<file path="config.mk">
export PLATFORM = sky130hd
export DESIGN_NAME = hs_cdc_rx
export DESIGN_NICKNAME = d
export VERILOG_FILES = /design/src/rtl/icetap_pkg.sv /design/src/rtl/sync_dd_a.sv /design/src/rtl/hs_cdc_rx.sv
export SDC_FILE = /design/constraint.sdc
export NUM_CORES = 1
export LEC_CHECK = 0
export ABC_CLOCK_PERIOD_IN_PS = 2700
export CAP_MARGIN = 20
export CORE_UTILIZATION = 30
export DETAILED_ROUTE_END_ITERATION = 6
export GPL_TIMING_DRIVEN = 0
export PLACE_DENSITY = 0.56
export SETUP_SLACK_MARGIN = 0.1
export SLEW_MARGIN = 15
export SYNTH_ARGS = -nofsm -noshare
export SYNTH_HDL_FRONTEND = slang
export SYNTH_SLANG_ARGS = --single-unit
</file>
<file path="constraint.sdc">
create_clock -name clk -period 2.7 [get_ports clk]
set_input_delay 0.405 -clock clk [delete_from_list [all_inputs] [get_ports clk]]
set_output_delay 0.405 -clock clk [all_outputs]
set_load 0.03 [all_outputs]
</file>
<file path="src/rtl/icetap_pkg.sv">
// ---------------------------------------------------------------------------
// icetap_pkg
// Shared definitions for the icetap clock-crossing blocks.
//   state_t : receive-side handshake FSM encoding (2 bits)
// ---------------------------------------------------------------------------
package icetap_pkg;

  localparam int STATE_W = 2;

  typedef enum logic [STATE_W-1:0] {
    ST_IDLE    = 2'd0,
    ST_PRESENT = 2'd1,
    ST_ACK     = 2'd2
  } state_t;

endpackage

</file>
<file path="src/rtl/sync_dd_a.sv">
// ---------------------------------------------------------------------------
// sync_dd_a
// Two-flop level synchronizer with asynchronous active-low reset.
//   clk    : destination clock
//   reset_ : asynchronous active-low reset, clears both stages
//   d      : asynchronous input level
//   q      : d resynchronized into clk (two cycles of latency)
// ---------------------------------------------------------------------------
module sync_dd_a (
  input  logic clk,
  input  logic reset_,
  input  logic d,
  output logic q
);

  logic meta;

  // First stage may go metastable; only the second stage is observed.
  always_ff @(posedge clk or negedge reset_) begin
    if (!reset_) begin
      meta <= 1'b0;
      q    <= 1'b0;
    end else begin
      meta <= d;
      q    <= meta;
    end
  end

endmodule

</file>
<file path="src/rtl/hs_cdc_rx.sv">
// ---------------------------------------------------------------------------
// hs_cdc_rx
// Receive side of a four-phase req/ack crossing. The sender holds data_in
// stable and raises req_in; the word is captured once req_in has been
// synchronized, offered on a valid/ready port, then acknowledged back.
//   clk, reset_ : local clock, asynchronous active-low reset
//   req_in      : sender request (foreign domain, synchronized internally)
//   data_in     : sender word, sampled only in the capture cycle
//   ack_out     : registered acknowledge to the sender
//   out_valid   : captured word available
//   out_data    : captured word, constant while out_valid is high
//   out_ready   : local consumer accepts the word
//   err         : sticky flag, sender dropped req before acknowledge
//   err_clr     : synchronous clear of err (a simultaneous new error wins)
//   xfer_cnt    : completed handshakes, wraps modulo 2^CNT_W
// ---------------------------------------------------------------------------
module hs_cdc_rx
  import icetap_pkg::*;
#(
  parameter int DATA_W = 8,
  parameter int CNT_W  = 16
) (
  input  logic              clk,
  input  logic              reset_,
  input  logic              req_in,
  input  logic [DATA_W-1:0] data_in,
  output logic              ack_out,
  output logic              out_valid,
  output logic [DATA_W-1:0] out_data,
  input  logic              out_ready,
  output logic              err,
  input  logic              err_clr,
  output logic [CNT_W-1:0]  xfer_cnt
);

  logic   req_s;
  state_t state;
  state_t next_state;
  logic   load;
  logic   set_err;
  logic   inc_cnt;

  sync_dd_a u_req_sync (
    .clk    (clk),
    .reset_ (reset_),
    .d      (req_in),
    .q      (req_s)
  );

  always_ff @(posedge clk or negedge reset_) begin
    if (!reset_) state <= ST_IDLE;
    else         state <= next_state;
  end

  // A drop of req_s while presenting is only noticed when the word is taken;
  // the word is still delivered, but the sender is never acknowledged.
  always_comb begin
    next_state = state;
    load       = 1'b0;
    set_err    = 1'b0;
    inc_cnt    = 1'b0;
    case (state)
      ST_IDLE: begin
        if (req_s) begin
          load       = 1'b1;
          next_state = ST_PRESENT;
        end
      end
      ST_PRESENT: begin
        if (out_ready) begin
          if (req_s) begin
            next_state = ST_ACK;
          end else begin
            set_err    = 1'b1;
            next_state = ST_IDLE;
          end
        end
      end
      ST_ACK: begin
        if (!req_s) begin
          inc_cnt    = 1'b1;
          next_state = ST_IDLE;
        end
      end
      default: next_state = ST_IDLE;
    endcase
  end

  // ack_out leaves this clock domain, so it comes straight from its own flop
  // rather than a decode of the state bits; out_valid is registered alike.
  always_ff @(posedge clk or negedge reset_) begin
    if (!reset_) begin
      ack_out   <= 1'b0;
      out_valid <= 1'b0;
    end else begin
      ack_out   <= (next_state == ST_ACK);
      out_valid <= (next_state == ST_PRESENT);
    end
  end

  always_ff @(posedge clk or negedge reset_) begin
    if (!reset_)   out_data <= '0;
    else if (load) out_data <= data_in;
  end

  always_ff @(posedge clk or negedge reset_) begin
    if (!reset_)      err <= 1'b0;
    else if (set_err) err <= 1'b1;
    else if (err_clr) err <= 1'b0;
  end

  always_ff @(posedge clk or negedge reset_) begin
    if (!reset_)      xfer_cnt <= '0;
    else if (inc_cnt) xfer_cnt <= xfer_cnt + CNT_W'(1);
  end

endmodule

</file>
Fig. 1: run 1, wiring heat map
Scale bar: 20 um. The die is cut into 13 by 13 equal tiles; dark blue is low, red is high, scaled to the fullest tile. Values are wire area over tile area, all layers added.
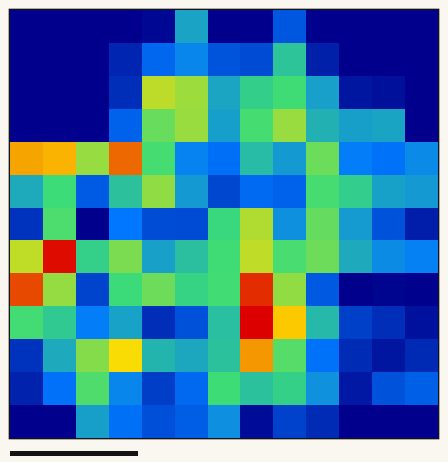
tiles over half the peak: 24%
nearly empty tiles: 20%
fullest tile: 0.29
emptiest ninth of the die: top left
densest ninth of the die: left middle

Fig. 2: run 1, cells coloured by class
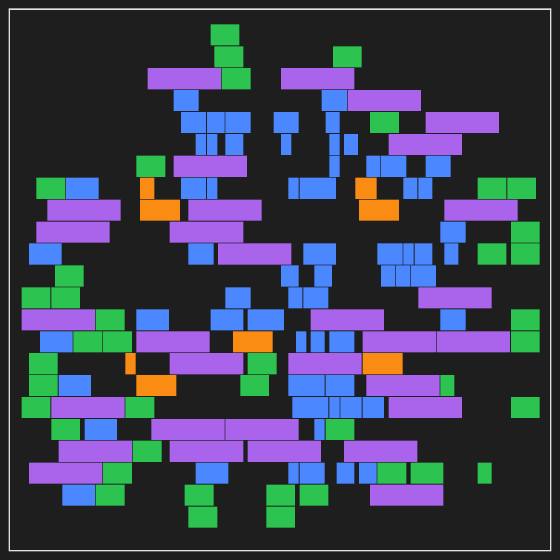
[green] remaining buffers and delay cells | cells: 41 | share of their area: 23%
[purple] registers | cells: 31 | share of their area: 45%
[orange] clock drivers and dummy loads | cells: 8 | share of their area: 4.9%
[blue] remaining logic cells | cells: 63 | share of their area: 27%

==> notes.md, run 1 <==
fresh numbers from the pnr run: status=finished, final reports clean, final hold vios=0, count of multi-input gates=roughly 61, Remaining DRCs=0, Worst-Margin Slew=676 ps, library cells used by synthesis=22, Critical Path Fanout Max=7, dpl cells=approximately 190, Mapped Area=0.00127 mm2, grt total ovfl=0, part of the power in registers=about two fifths, Post-DRT Antenna Nets=0, Die X-Extent=67 um, Basic Gates by Area=roughly 15%, drt first pass iters=4, clock buffers=6, reg2reg setup slack=between 1000 and 1500 ps, nonclk buf count=41, CTS hold repair buffers=0, Clk pin slew, worst setup/hold paths=60 ps, Power Density=approximately 840 mW/mm2, worst-case reg-to-reg path depth=3, Crit Path Category=flop to primary output, number of fill cells=382, Initial Util=a little under a third, first-pass GRT wire length=just over 4000 um, 1st-iter DRT viols=20, Int Power=~1 mW, P_leak=approximately 0.75 nW, Sink Count=31, Worst setup EP type=primary output, clock buffer depth=2, share of post-route cells with drive strength above 1=16.1%, Post-Syn Nets=between 100 and 150, port bufs=39, P&R area growth vs syn=42.1%, Top logic family=simple AND/OR/NAND/NOR gates, CP bufs+invs=1, largest net degree at the start of global routing=32, total tool warning count=26, Compound Share, Synth=1.88%, ys async rst share=100%, Post-Syn Area per Cell=13.2 um2, Post-DP HPWL=approximately 1800 um, Worst Skew=between 5 and 6 ps, yosys xor share=roughly 10%, Synth mux share=around 9%, fraction of area in multi-input gates=around a quarter, Top delay family on crit path=buffers and inverters, CTS Root Buffer Type=clkbuf_8, synthesis area per yosys=~0.0013 mm2, diodes inserted=0, switching part of the total=34.4%, clock network area share=approximately 4.7%, Crit-path slowest cell=clkdlybuf4s50_1, Syn Inst Count=~96, worst reg2reg path startpoint=state[1], final setup violation count=0, post_cts resized=0, CP cell instances=clkdlybuf4s50_1, Setup Buffers After CTS=0, Seq share, synth=61.2%, # Cells Yosys=around 96, crit path time final=roughly 1900 ps, Reg area=approximately 780 um2, tally of non-filler cells in the final layout=slightly below 200, Post-synth EDFFs=0, logic area=between 400 and 500 um2, Num CTS Buffers=5, switching pwr=between 0.5 and 0.6 mW, normalized max-slew margin=a little over half, final wirelength=between 2000 and 2500 um, data required time of the worst path=around 2300 ps, Seq area share=43.1%, r2r endpoint=out_data[7], CTS tree=built, setup TNS=0 ps, Critical Path Source Type=flop, Signal inverters=2, IO Pins=approximately 40, initial antenna violation count=0, RSZ-0062 raised after global routing=false, Synth Area in Adders=less than 1%, Comb pwr share=between 30% and 40%, RePlAce Congestion=around 0.66, die height=roughly 67 um, Hold WC Path Type=primary input to asynchronous set/reset pin, max incr delay on CP=about 730 ps, Peak supply drop=522 uV, Yosys reg bits=31, Latency at later pin=280 ps, flop count=31, layout net count=156, Pins Over Slew Limit=0, Tap Count=roughly 50, Leading cell kind=sequential cells, Max Clock Freq=around 540 MHz, CORE AREA=~0.0040 mm2, Vias=883, via-per-instance ratio=about 4.6, clock power share=~23%, Arr. time, crit path=around 1500 ps, number of global-route vias before repair=around 900, Max Cap Viol=0, row cnt=23, NonClk Buf Share=22.3%, Synth warnings=0, Synth Flop Type=dfrtp_1, depth of the CTS H-tree=2, period utilization=slightly below 70%, die area=~0.0045 mm2
Fig. 3: run 1, sizing map
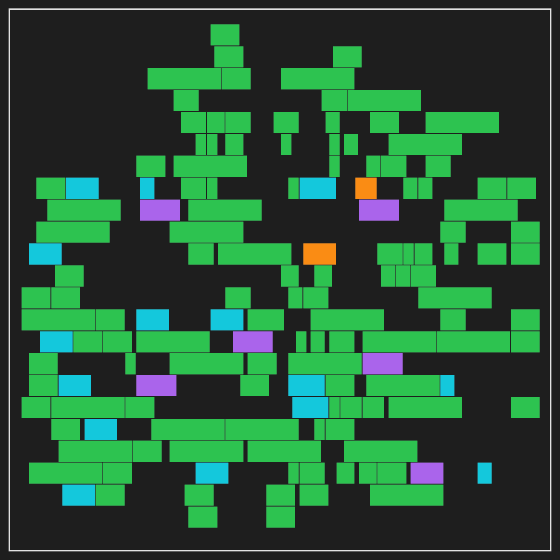
[cyan] x2 | cells: 15 | most used: mux2_2
[green] x1 and smaller | cells: 120 | most used: clkdlybuf4s50_1
[purple] x6 and larger | cells: 6 | most used: clkbuf_8
[orange] x3 and x4 | cells: 2

Fig. 4: run 1, congestion heat map
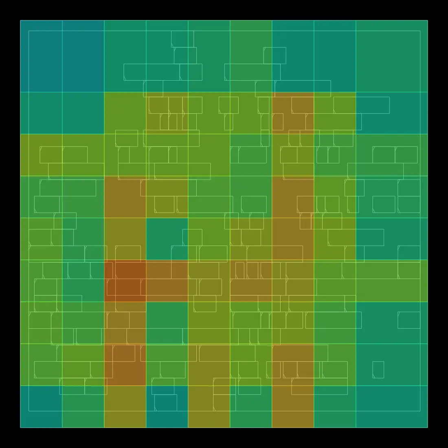
met2 global-route usage: 20.1%
Avg WL per Cell: 12.3 um
M3 GR Usage: 4.97%
total track usage: 12.8%
grt met1 use: 14.4%

==> run 1: Yosys cell counts, drive strengths merged (2+ instances only) <==
cell	n	area share, %
a211oi	2	1.2
and2	3	1.5
and4	2	1.6
and4bb	2	2.0
dfrtp	31	61
inv	2	0.59
mux2	9	8.0
nand2	6	1.8
nand3	8	3.2
nand4	3	1.5
nor2	4	1.2
nor3	2	0.79
xnor2	11	7.6
xor2	4	2.8
==> run 1: stage by stage <==
step / instance area [um2] / worst slack (ps) / total power, mW / utilization [%] / hold WS, ps
3_3_place_gp: 1720 / 639 / 1.18 / 42.7 / 334
2_1_floorplan: 1270 / 1170 / 0.947 / - / 109
5_1_grt: 1800 / 789 / 1.60 / 44.7 / 227
4_1_cts: 1800 / 831 / 1.55 / 44.7 / 187
3_5_place_dp: 1720 / 1040 / 1.19 / 42.6 / 335
6_report: 1800 / 845 / 1.52 / 44.7 / 159
==> run 1: metal layers <==
layer / wire length [um] / GRT usage [%]
met1: 1020 / 14.4
met2: 1130 / 20.1
met3: 152 / 4.97
met4: 61 / 7.98
met5: 0 / 0
==> run 1: power groups by stage <==
stage                     sequential, mW  combinational [mW]  clock (mW)
final                              0.628               0.549       0.343
after global routing               0.642               0.585       0.377
after CTS                          0.630               0.559       0.358
after detailed placement           0.637               0.556           0
after global placement             0.632               0.553           0
after floorplan                    0.811               0.136           0
==> run 1: sequential cells by signal (all words and copies together), names as in the netlist <==
| register | count |
|---|---|
| err | 1 |
| out_data | 8 |
| state | 2 |
| xfer_cnt | 16 |
| u_req_sync.meta | 1 |
| u_req_sync.q | 1 |
| ack_out | 1 |
| out_valid | 1 |
==> run 1: cell usage in the layout (no fill, tap or decap) <==
master / synthesis / routed
a211oi_1: 2 / 2
and2_1: 3 / 3
and3_1: 1 / 1
and4_1: 1 / 1
and4_4: 1 / 1
and4bb_2: 2 / 2
buf_2: 0 / 1
buf_6: 1 / 1
clkbuf_1: 0 / 1
clkbuf_2: 1 / 1
clkbuf_8: 0 / 5
clkdlybuf4s50_1: 0 / 38
clkinv_2: 0 / 1
clkinvlp_4: 0 / 1
dfrtp_1: 31 / 31
ha_1: 1 / 1
inv_1: 2 / 2
mux2_2: 9 / 9
mux2i_1: 1 / 1
nand2_1: 6 / 6
nand3_1: 8 / 8
nand4_1: 3 / 3
nor2_1: 4 / 4
nor3_1: 2 / 2
nor3b_2: 1 / 1
o32ai_1: 1 / 1
xnor2_1: 11 / 11
xor2_1: 4 / 4
==> run 1: worst max-delay path by stage <==
stage,startpoint,end,cells after the start
2_1_floorplan,xfer_cnt[0],xfer_cnt[14],5
3_3_place_gp,reset_,out_data[7],1
3_5_place_dp,state[1],out_data[3],3
4_1_cts,xfer_cnt[4],xfer_cnt[4],1
5_1_grt,xfer_cnt[4],xfer_cnt[4],1
6_report,xfer_cnt[4],xfer_cnt[4],1
==> run 1: cells by family (layout without fill, tap and decap cells) <==
family / count (synthesis) / in the layout
xor+xnor: 15 / 15
mux: 10 / 10
simple gates: 32 / 32
flops: 31 / 31
compound gates: 3 / 3
fa+ha+maj: 1 / 1
buf+inv: 4 / 51
==> run 2, diff against run 1 <==
- ABC_CLOCK_PERIOD_IN_PS: 2700 -> 1790
- clock period: 2.7 -> 1.79 ns (I/O delays scaled with it)
==> run 2 against run 1 <==
Effect of this change:
- total power increased by 50%
- sequential power increased by 51%
- die size unchanged
- via count decreased by 0.68%
- non-clock buffer count unchanged
- clock power increased by 51%
- global-route usage unchanged
- sequential cell count unchanged
- clock skew about the same
==> notes.md, run 2 <==
fresh numbers from the pnr run: final setup violation count=0 (unchanged), data required time of the worst path=1520 ps (-780 ps), number of global-route vias before repair=897 (unchanged), Synth Area in Adders=0.987% (unchanged), # Cells Yosys=96 (unchanged), normalized max-slew margin=54.8% (-0.074 points), P&R area growth vs syn=42.6%, dpl cells=185 (unchanged), Yosys reg bits=31 (unchanged), most frequent cells after synthesis=dfrtp_1 (31), xnor2_1 (11), mux2_2 (9), nand3_1 (8), nand2_1 (6), Final Util=44.9% (+0.19 points), ys async rst share=100% (unchanged), Pins Over Slew Limit=0 (unchanged), Top logic family=simple AND/OR/NAND/NOR gates, die area=0.00449 mm2 (unchanged), Seq share, synth=61.2% (unchanged), layout net count=156 (unchanged), Metal-1 WL=1010 um (-0.88%), Post-Syn Area per Cell=13.2 um2 (unchanged), diodes inserted=0 (unchanged), Synth mux share=8.79% (unchanged), Latency at later pin=280 ps (about the same), final hold vios=0 (unchanged), CP bufs+invs=1 (unchanged), port bufs=39 (unchanged), CP cell instances=clkdlybuf4s50_1, RePlAce Congestion=0.659 (unchanged), clock buffer depth=2 (unchanged), P_leak=0.830 nW (+10%), Sink Count=31 (unchanged), Remaining DRCs=0 (unchanged), Cell Area, Placed=0.00172 mm2 (unchanged), Initial Util=31.5% (unchanged), Power Density=1260 mW/mm2 (+50%), pre-CTS setup slack=133 ps (-910 ps), Top Metal Used=met4, met2 WL=1130 um (-0.18%), Synth Flop Type=dfrtp_1, Crit-path slowest cell=clkdlybuf4s50_1, Basic Gates by Area=14.9% (unchanged), Peak supply drop=788 uV (+51%), crit path time final=between 1500 and 2000 ps, biggest regs=xfer_cnt: 16 flops, out_data: 8 flops, state: 2 flops, Post-synth EDFFs=0 (unchanged), Post-DRT Antenna Nets=0 (unchanged), CTS hold repair buffers=0 (unchanged), Num CTS Buffers=5 (unchanged), synthesis area per yosys=0.00127 mm2 (unchanged), Synth warnings=0 (unchanged), tally of non-filler cells in the final layout=193 (unchanged), Max Clock Freq=611 MHz, Post-DP HPWL=1770 um (unchanged), Hold WC Path Type=primary input to asynchronous set/reset pin, total tool warning count=26 (unchanged), setup TNS=0 ps (unchanged), die height=67 um (unchanged), period utilization=between 90% and 100%, CTS tree=built, Avg WL per Cell=12.2 um (-0.25%), via-per-instance ratio=4.54 (-0.68%), max incr delay on CP=700 ps (-30 ps), grt total ovfl=0 (unchanged), share of post-route cells with drive strength above 1=16.1% (unchanged), depth of the CTS H-tree=2 (unchanged), 1st-iter DRT viols=23 (+15%), final wirelength=2360 um (-0.25%), Clk pin slew, worst setup/hold paths=60 ps (about the same), Post-Syn Nets=110 (unchanged), largest net degree at the start of global routing=32 (unchanged), Compound Share, Synth=1.88% (unchanged), Largest register FFs=16 (unchanged), largest register by flop count=xfer_cnt, Arr. time, crit path=1370 ps (-80 ps), CTS Root Buffer Type=clkbuf_8, status=finished, final reports clean, Vias=877 (-0.68%), Critical Path Source Type=flop, RSZ-0062 raised after global routing=false, total track usage=12.8% (unchanged), library cells used by synthesis=22 (unchanged), Worst setup EP type=primary output, number of fill cells=385 (+0.79%), drt first pass iters=4 (unchanged), yosys xor share=10.4% (unchanged), Worst Skew=5.09 ps (-0.0844 ps), Die X-Extent=67 um (unchanged), first-pass GRT wire length=4040 um (unchanged), worst setup margin=152 ps (-692 ps), IO Pins=40 (unchanged), CORE AREA=0.00403 mm2 (unchanged), Top delay family on crit path=buffers and inverters, row cnt=23 (unchanged), Top-area cell share=61.2% (unchanged), Yosys top cell by instances=dfrtp_1, Critical Path Fanout Max=4 (-3), initial antenna violation count=0 (unchanged), Mapped Area=0.00127 mm2 (unchanged), dominant logic cell types in the final layout=dfrtp_1 (31), clkdlybuf4s50_1 (30), xnor2_1 (11), mux2_2 (9), nand3_1 (8), Crit Path Category=flop to primary output, most common cell after layout, fill and taps aside=dfrtp_1, Worst-Margin Slew=677 ps (+1.11 ps), WL met3=157 um (+3.3%), Top cells by area=dfrtp_1 (61%), mux2_2 (8.0%), xnor2_1 (7.6%), cell type with the largest total area=dfrtp_1, Syn Inst Count=96 (unchanged), final non-filler cell area=0.00181 mm2 (+0.42%), Max Cap Viol=0 (unchanged)
[run 2: kinds of logic (layout without fill, tap and decap cells)]
kind of cell,count (synthesis),in the layout
AND-OR/OR-AND,3,3
XOR/XNOR,15,15
multiplexers,10,10
flip-flops,31,31
AND/OR/NAND/NOR,32,32
buffers and inverters,4,51
adder cells (fa/ha/maj),1,1
[run 2: layout make-up]
| type | count | area [um2] | area share [%] |
|---|---|---|---|
| buffer | 2 | 16.3 | 0.900 |
| clock buffer | 6 | 72.6 | 4.01 |
| clock inverter | 2 | 12.5 | 0.692 |
| inverter | 2 | 7.51 | 0.415 |
| multi-input combinational | 61 | 474 | 26.2 |
| sequential | 31 | 776 | 42.9 |
| tap | 50 | 62.6 | 3.46 |
| timing repair buffer | 39 | 387 | 21.4 |
[run 2: repair_timing]
action	in CTS	in global routing
pin swaps	0	0
buffers inserted	0	0
endpoints found under the setup margin	5	7
gates resized	5	4
[run 2: power by group]
part	internal [mW]	total [mW]	switching (mW)	leakage, nW
Combinational	0.371	0.819	0.448	0.389
Clock	0.271	0.517	0.247	0.0412
Sequential	0.849	0.947	0.0974	0.400
Total	1.49	2.28	0.792	0.830
[run 2: layer usage]
| metal | track usage [%] | up-vias |
|---|---|---|
| met5 | 0 | - |
| met4 | 7.98 | 0 |
| met3 | 4.97 | 7 |
| met2 | 20.1 | 27 |
| met1 | 14.4 | 420 |
| li1 | - | 423 |
[run 2: path summary, 6_finish.rpt]
check	start	to	slack [ps]	cells after the start
max	xfer_cnt[9]	xfer_cnt[9]	150	1
min	reset_	state[1]	20	1
max reg2reg	state[0]	xfer_cnt[7]	250	5
min reg2reg	u_req_sync.meta	u_req_sync.q	350	0
max in group asynchronous	reset_	xfer_cnt[12]	1320	1
min in group clk	u_req_sync.meta	u_req_sync.q	350	0
[run 2: metrics by stage]
step / hold WS (ps) / total power, mW
4_1_cts: 50.6 / 2.31
5_1_grt: 91.0 / 2.41
3_3_place_gp: 334 / 1.79
3_5_place_dp: 335 / 1.80
6_report: 22.8 / 2.28
2_1_floorplan: -27.1 / 1.43
Fig. 5: run 2, sizing map
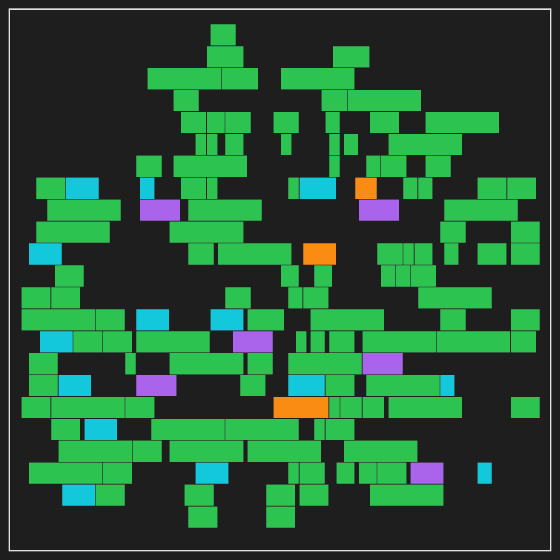
[purple] x6 and larger | cells: 6 | most used: clkbuf_8
[cyan] x2 | cells: 14 | most used: mux2_2
[orange] x3 and x4 | cells: 3
[green] x1 and smaller | cells: 120 | most used: dfrtp_1

==> run 3, diff against run 2 <==
- HOLD_SLACK_MARGIN: default -> 0.1
==> run 3 against run 2 <==
Effect of this change:
- design area rose by 0.55%
- sequential cell count unchanged
- clock skew unchanged
- worst hold slack gained 330 ps
- core utilization up 0.25 points
- critical endpoint unchanged
- global-route usage unchanged
==> notes.md, run 3 <==
fresh numbers from the pnr run: Setup Buffers After CTS=0 (unchanged), setup TNS=0 ps (unchanged), Max Clock Freq=611 MHz (unchanged), via-per-instance ratio=4.53 (-0.29%), switching part of the total=34.7% (about the same), IO Pins=40 (unchanged), depth of the CTS H-tree=2 (unchanged), Vias=879 (+0.23%), die height=67 um (unchanged), Int Power=1.49 mW (about the same), normalized max-slew margin=54.7% (-0.10 points), final wirelength=2370 um (+0.17%), 1st-iter DRT viols=23 (unchanged), Clk pin slew, worst setup/hold paths=60 ps (about the same), total tool warning count=26 (unchanged), Top cells by area=dfrtp_1 (61%), mux2_2 (8.0%), xnor2_1 (7.6%), biggest regs=xfer_cnt: 16 flops, out_data: 8 flops, state: 2 flops, P_leak=0.834 nW (+0.50%), Max Cap Viol=0 (unchanged), data required time of the worst path=1520 ps (about the same), library cells used by synthesis=22 (unchanged), Latency at later pin=280 ps (about the same), CP cell instances=clkdlybuf4s50_1, CTS Root Buffer Type=clkbuf_8, Final Power=2.28 mW (about the same), part of the power in registers=41.4% (about the same), Power Density=1260 mW/mm2 (-0.48%), Mapped Area=0.00127 mm2 (unchanged), Critical Path Source Type=flop, WHS=350 ps (+327 ps), Post-synth EDFFs=0 (unchanged), final setup violation count=0 (unchanged), drt first pass iters=4 (unchanged), first-pass GRT wire length=4040 um (unchanged), worst setup margin=152 ps (unchanged), Arr. time, crit path=1370 ps (about the same), Seq share, synth=61.2% (unchanged), Sink Count=31 (unchanged), largest net degree at the start of global routing=32 (unchanged), initial antenna violation count=0 (unchanged), Post-Syn Nets=110 (unchanged), layout net count=157 (+0.64%), final non-filler cell area=0.00182 mm2 (+0.55%), share of post-route cells with drive strength above 1=16.0% (-0.11 points), crit path time final=1640 ps (unchanged), status=finished, final reports clean, number of global-route vias before repair=897 (unchanged), Critical Path Fanout Max=4 (unchanged), period utilization=91.5% (unchanged), switching pwr=0.792 mW (about the same), RSZ-0062 raised after global routing=false, final hold vios=0 (unchanged), Synth warnings=0 (unchanged), worst-case reg-to-reg path depth=5 (unchanged), die area=0.00449 mm2 (unchanged), CORE AREA=0.00403 mm2 (unchanged), synthesis area per yosys=0.00127 mm2 (unchanged), CTS tree=built, Crit. Startpoint=xfer_cnt[9], row cnt=23 (unchanged), Avg WL per Cell=12.2 um (-0.35%), RePlAce Congestion=0.659 (unchanged), Worst Skew=5.09 ps (unchanged), Post-Syn Area per Cell=13.2 um2 (unchanged), total track usage=12.8% (unchanged), reg2reg setup slack=250 ps (about the same), worst reg2reg path startpoint=state[0], most frequent cells after synthesis=dfrtp_1 (31), xnor2_1 (11), mux2_2 (9), nand3_1 (8), nand2_1 (6), Post-DP HPWL=1770 um (unchanged), Worst path depth=1 (unchanged), Hold WC Path Type=flop to flop, Peak supply drop=788 uV (about the same), Yosys top cell by instances=dfrtp_1, Synth Flop Type=dfrtp_1, Setup crit end=xfer_cnt[9], Syn Inst Count=96 (unchanged), pre-CTS setup slack=133 ps (unchanged), diodes inserted=0 (unchanged), clock buffer depth=2 (unchanged), tally of non-filler cells in the final layout=194 (+0.52%), dpl cells=185 (unchanged), Worst setup EP type=primary output, Initial Util=31.5% (unchanged), Comb pwr share=35.9% (about the same), clock power share=22.7% (about the same), port bufs=39 (unchanged), Die X-Extent=67 um (unchanged), Pins Over Slew Limit=0 (unchanged), Top delay family on crit path=buffers and inverters, Post-DRT Antenna Nets=0 (unchanged), Largest register FFs=16 (unchanged), Yosys reg bits=31 (unchanged), P&R area growth vs syn=43.4%, Cell Area, Placed=0.00172 mm2 (unchanged), largest register by flop count=xfer_cnt, Worst-Margin Slew=679 ps (+1.52 ps), Top-area cell share=61.2% (unchanged), number of fill cells=384 (-0.26%), grt total ovfl=0 (unchanged), most common cell after layout, fill and taps aside=dfrtp_1, # Cells Yosys=96 (unchanged), ys async rst share=100% (unchanged), dominant logic cell types in the final layout=dfrtp_1 (31), clkdlybuf4s50_1 (30), xnor2_1 (11), mux2_2 (9), nand3_1 (8), Remaining DRCs=0 (unchanged), Crit Path Category=flop to primary output, max incr delay on CP=700 ps (about the same), r2r endpoint=xfer_cnt[7], CP bufs+invs=1 (unchanged), Final Util=45.1% (+0.25 points), Crit-path slowest cell=clkdlybuf4s50_1, Num CTS Buffers=5 (unchanged), cell type with the largest total area=dfrtp_1
run 3: logic make-up (layout without fill, tap and decap cells):
| kind of cell | after synthesis | after routing | share of synthesized area [%] |
|---|---|---|---|
| AND-OR/OR-AND | 3 | 3 | 1.88 |
| buffers and inverters | 4 | 52 | 1.88 |
| flip-flops | 31 | 31 | 61.2 |
| multiplexers | 10 | 10 | 8.79 |
| XOR/XNOR | 15 | 15 | 10.4 |
| adder cells (fa/ha/maj) | 1 | 1 | 0.987 |
| AND/OR/NAND/NOR | 32 | 32 | 14.9 |
run 3: worst min path at each step:
stage,startpoint,to,slack (ps),cells after the start
floorplan,reset_,ack_out,-30,0
detailed placement,u_req_sync.meta,u_req_sync.q,330,0
global route,u_req_sync.meta,u_req_sync.q,380,0
CTS,u_req_sync.meta,u_req_sync.q,350,0
finish,u_req_sync.meta,u_req_sync.q,350,0
global placement,u_req_sync.meta,u_req_sync.q,330,0
run 3: metal layers:
metal / up-vias / part of all wire [%] / GRT usage (%)
met2: 27 / 48 / 20.1
met4: 0 / 2.6 / 7.98
li1: 425 / - / -
met5: - / 0 / 0
met1: 420 / 43 / 14.4
met3: 7 / 6.5 / 4.97
run 3: power by group through the flow:
stage	logic (mW)	registers, mW	clock network, mW
after global routing	0.875	0.968	0.568
after CTS	0.828	0.949	0.540
after detailed placement	0.838	0.961	0
after global placement	0.834	0.953	0
after floorplan	0.205	1.22	0
final	0.821	0.947	0.517
run 3: final cells by class:
| type | count | area [um2] | area share, % |
|---|---|---|---|
| Buffer | 2 | 16.3 | 0.895 |
| Clock buffer | 6 | 72.6 | 3.99 |
| Clock inverter | 2 | 12.5 | 0.688 |
| Inverter | 2 | 7.51 | 0.413 |
| Multi-Input combinational cell | 61 | 474 | 26.1 |
| Sequential cell | 31 | 776 | 42.7 |
| Tap cell | 50 | 62.6 | 3.44 |
| Timing Repair Buffer | 40 | 397 | 21.8 |
run 3: repair_timing:
| item | 4_1_cts | 5_1_grt |
|---|---|---|
| endpoints found under the hold margin | 31 | 0 |
| setup endpoints to repair | 5 | 7 |
| hold buffers | 1 | 0 |
| gates resized | 5 | 4 |
| gates cloned | 0 | 0 |
Fig. 6: run 3, cell density map
Scale bar: 20 um. The die is cut into 7 by 7 equal tiles; dark blue is low, red is high, 0 to 100% covered.
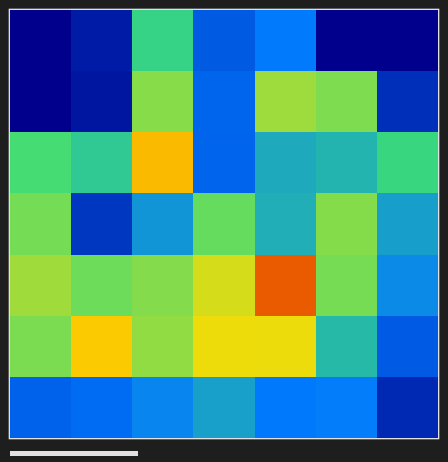
nearly empty tiles: 8.2%
emptiest ninth of the die: top left
mean over tiles: 39%
fullest tile: 90%
tiles over 75% full: 6.1%

Power is estimated from default activity; no workload was simulated.
